--- config.mk ---
export PLATFORM = sky130hd
export DESIGN_NAME = gcd_unit
export DESIGN_NICKNAME = d
export VERILOG_FILES = /design/src/rtl/gcd_unit_pkg.sv /design/src/rtl/comparator.sv /design/src/rtl/gcd_unit.sv
export SDC_FILE = /design/constraint.sdc
export NUM_CORES = 1
export LEC_CHECK = 0
export ABC_AREA = 1
export CAP_MARGIN = 20
export CORE_ASPECT_RATIO = 0.5
export CORE_UTILIZATION = 57
export CTS_CLUSTER_SIZE = 16
export DETAILED_ROUTE_END_ITERATION = 10
export HOLD_SLACK_MARGIN = 0.15
export MAX_ROUTING_LAYER = met4
export PLACE_DENSITY = 0.85
export SLEW_MARGIN = 20
export SYNTH_ARGS = -nofsm -noshare
export SYNTH_HDL_FRONTEND = slang
export SYNTH_HIERARCHICAL = 1
export SYNTH_SLANG_ARGS = --single-unit
--- constraint.sdc ---
create_clock -name clk -period 2.35 [get_ports clk]
set_input_delay 0.47 -clock clk [delete_from_list [all_inputs] [get_ports clk]]
set_output_delay 0.47 -clock clk [all_outputs]
set_load 0.02 [all_outputs]
--- src/rtl/gcd_unit_pkg.sv ---
// Shared definitions for the GCD engine: state encoding and default operand width.
package gcd_unit_pkg;

    localparam int unsigned DefaultWidth = 8;

    // 2'd3 is unreachable; the FSM decode sends it back to StIdle.
    typedef enum logic [1:0] {
        StIdle = 2'd0,
        StCmp  = 2'd1,
        StDone = 2'd2
    } gcd_state_e;

endpackage

--- src/rtl/comparator.sv ---
// Unsigned magnitude comparator producing one-hot equal/greater/less flags.
module comparator #(
    parameter int unsigned WIDTH = 8
) (
    input  logic [WIDTH-1:0] a,
    input  logic [WIDTH-1:0] b,
    output logic             is_equal,
    output logic             is_great,
    output logic             is_less
);

    assign is_equal = (a == b);
    assign is_great = (a > b);
    assign is_less  = (a < b);

endmodule

--- src/rtl/gcd_unit.sv ---
// Subtractive GCD engine: start/ready handshake, one compare-driven step per cycle.
module gcd_unit
    import gcd_unit_pkg::*;
#(
    parameter int unsigned WIDTH = DefaultWidth
) (
    input  logic             clk,
    input  logic             rst,
    input  logic             start,
    input  logic [WIDTH-1:0] a_in,
    input  logic [WIDTH-1:0] b_in,
    output logic             ready,
    output logic             done,
    output logic [WIDTH-1:0] result
);

    gcd_state_e       state_q, state_d;
    logic [WIDTH-1:0] ra_q, ra_d;
    logic [WIDTH-1:0] rb_q, rb_d;
    logic [WIDTH-1:0] result_q, result_d;
    logic             is_equal, is_great, is_less;
    logic             any_zero;

    comparator #(
        .WIDTH(WIDTH)
    ) u_cmp (
        .a       (ra_q),
        .b       (rb_q),
        .is_equal(is_equal),
        .is_great(is_great),
        .is_less (is_less)
    );

    assign any_zero = (ra_q == '0) || (rb_q == '0);

    always_comb begin
        state_d  = state_q;
        ra_d     = ra_q;
        rb_d     = rb_q;
        result_d = result_q;
        case (state_q)
            StIdle: begin
                if (start) begin
                    ra_d    = a_in;
                    rb_d    = b_in;
                    state_d = StCmp;
                end
            end
            StCmp: begin
                // Zero check outranks the flags so gcd(0,x)=x and gcd(0,0)=0.
                if (any_zero) begin
                    result_d = ra_q | rb_q;
                    state_d  = StDone;
                end else if (is_equal) begin
                    result_d = ra_q;
                    state_d  = StDone;
                end else if (is_great) begin
                    ra_d = ra_q - rb_q;
                end else if (is_less) begin
                    rb_d = rb_q - ra_q;
                end
            end
            StDone:  state_d = StIdle;
            default: state_d = StIdle;
        endcase
    end

    always_ff @(posedge clk or posedge rst) begin
        if (rst) begin
            state_q  <= StIdle;
            ra_q     <= '0;
            rb_q     <= '0;
            result_q <= '0;
        end else begin
            state_q  <= state_d;
            ra_q     <= ra_d;
            rb_q     <= rb_d;
            result_q <= result_d;
        end
    end

    assign ready  = (state_q == StIdle);
    assign done   = (state_q == StDone);
    assign result = result_q;

endmodule

Fig. 1: metal 1
The bar under the picture is 20 µm long. Supply wires on this layer in gray.
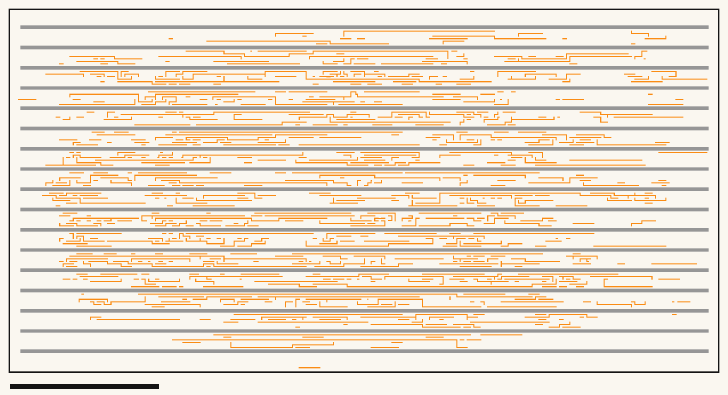
The layer carries 3000 µm of wire. The longest straight run is 42.8 µm. The layer holds 49% of the routed length. 379 nets have wire on it.

==> impl_metrics.csv <==
group,metric,value,unit
run_status,outcome,"completed",
critical_path,cp.required,2570,ps
layout,nNetsFinal,431,
timing,fin_setup_tns,0,ps
detailed_routing,avgViaCountPerCell,5.36,
synth,yosysChipArea,2470,µm²
floorplan,dieArea,4620,µm²
clocking,path_clk_slew,90,ps
critical_path,criticalPathCategory,"flop to flop",
critical_path,r2r-end,"rb_q[4]",
placed_design,io_buffers,28,
detailed_routing,drt_iter0_drc,213,
timing,period_needed,2140,ps
detailed_routing,wl_met1,3000,µm
grt,grt_overflow,0,
synth,netlist_instances,350,
detailed_routing,route.met2.wl,2550,µm
synth,yosysTopAreaCell,"dfrtp_1",
synth,syn-mean-instance-area,7.06,µm²
floorplan,dieWidth,95.1,µm
grt,grt_pass1_wl,10000,µm
clocking,cts_tree,"yes",
clocking,cts_resized,0,
floorplan,row_count,16,
layout,nFillCells,332,
clocking,h-tree-depth,1,
detailed_routing,drt_wl_total,6160,µm
timing,finalHoldViolCount,0,
detailed_routing,first_pass_iters,6,
floorplan,coreArea,4020,µm²
layout,final-comb-area,1560,µm²
synth,top_cells_by_area,"dfrtp_1 26%, nand2_1 16%, ha_1 15%, inv_1 5.9%, nand3_1 4.9%",
clocking,numCtsBuffers,3,
critical_path,rr_worst_depth,14,
clocking,root_buffer,"clkbuf_8",
critical_path,worstPathCellList,"inv_1, ha_1, nand2_1, inv_2, nand3_2, nor3_2, a21oi_1, inv_1, nand2_1, o21ai_4, nand3_4, inv_4, nand2_1, o21ai_2",
detailed_routing,highest_layer,"met4",
critical_path,slowest_stage,"dfrtp_1",
layout,register_area,651,µm²
critical_path,max_stage_delay,400,ps
clocking,clock_latency,280,ps
job,cap_violations,0,
detailed_routing,antenna_left,0,
synth,synth_area,2470,µm²
grt,grt_max_degree,27,
critical_path,worstSetupStartpointType,"flop",
layout,drive_gt1_frac,0.146,
synth,syn_nets,401,
synth,ys_cells,350,
floorplan,die_y,48.6,µm
layout,antenna_cells,0,
worst_hold_path,min_path_cells,2,
floorplan,ios,29,
synth,yosys_warnings,6,
timing,finalClockPeriodUsage,0.911,
critical_path,crit_path_max_fanout,12,
critical_path,crit_arrival,2360,ps
Fig. 2: signal wires on met2
The bar under the picture is 20 µm long.
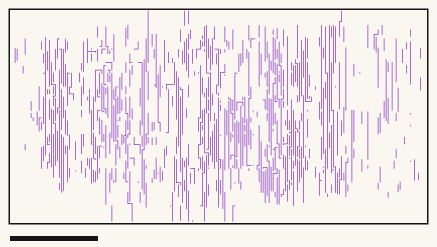
The wires run mostly vertical. The layer carries 2550 µm of wire. The longest straight run is 26.9 µm. 327 nets have wire on it. The layer holds 41% of the routed length.

## flip-flops by register name, indices dropped and copies added, names as in the netlist
name	flops
result	8
ra_q	8
rb_q	8
state_q	2
## metrics by stage
stage               worst slack [ps]  instance area [µm²]  hold slack (ps)  cells
floorplan                        453                 2470              470    350
global placement                 281                 2780              504    427
detailed placement               154                 2780              511    427
CTS                              142                 2820              531    430
global route                    20.0                 2850              551    432
finish                           209                 2850              524    432
## what timing repair did
item / CTS / global route
endpoints found under the setup margin: 0 / 3
hold buffers: 0 / 0
buffers inserted: 0 / 2
## synth_stat cells (all sizes together)
library cell    n
inv            55
o21bai          2
and2            2
a21oi          21
xnor2           2
nor3            1
nand4           4
a21o            2
ha             30
or2             1
o21ai          25
nor2           27
nand3          27
fa              2
buf             7
dfrtp          26
nand2         116
## how the worst max path moves through the flow
stage / endpoint / from / cells after the start / slack [ps]
floorplan: rb_q[1] / ra_q[3] / 14 / 450
global placement: ra_q[7] / rb_q[1] / 15 / 280
detailed placement: ra_q[6] / ra_q[1] / 14 / 150
CTS: ra_q[6] / ra_q[1] / 14 / 140
global route: rb_q[4] / rb_q[3] / 14 / 20
finish: rb_q[4] / rb_q[3] / 14 / 210
## critical path, delay by kind of cell (launching register included)
family,cells,cell delay [ps]
buffers and inverters,4,390
AOI/OAI and AO/OA,3,280
adders and majority gates,1,300
and+or+nand+nor,6,700
DFF,1,400
## cells in the final DEF (no fill, tap or decap)
master	synthesis	routed
or2_2	1	1
a21o_1	2	2
o21bai_1	2	2
a21oi_2	2	2
nand4_1	4	4
inv_4	1	1
and2_1	2	2
nand3_4	1	1
clkbuf_8	0	3
dfrtp_1	26	26
inv_2	15	15
nand2_2	9	9
nor3_2	1	1
inv_1	39	39
o21ai_0	19	19
o21ai_4	1	1
nor2_1	22	22
a21oi_1	18	18
a21oi_4	1	1
xnor2_1	2	2
clkdlybuf4s50_1	0	28
ha_1	30	30
nor2_2	5	5
nand3_1	24	24
nand2_4	4	4
nand2_1	103	103
fa_1	2	2
buf_4	1	3
nand3_2	2	2
buf_12	0	1
o21ai_2	5	5
## cell families after synthesis
| kind of cell | synth area share |
|---|---|
| buffers and inverters | 0.107 |
| and+or+nand+nor | 0.329 |
| adders and majority gates | 0.168 |
| DFF | 0.263 |
| xor gates and xnor gates | 0.00709 |
| AOI/OAI and AO/OA | 0.125 |
## layout make-up
cell class	count	area share
well taps	54	0.0237
multi-input cells	262	0.546
repair buffers	32	0.113
inverters	55	0.0734
clock buffers	3	0.0145
flip-flops and latches	26	0.229
## layer usage
metal,GRT usage,vias up
met2,0.399,113
met1,0.467,1037
met3,0.0425,2
met4,0.0429,0
met5,-,-
li1,-,1162
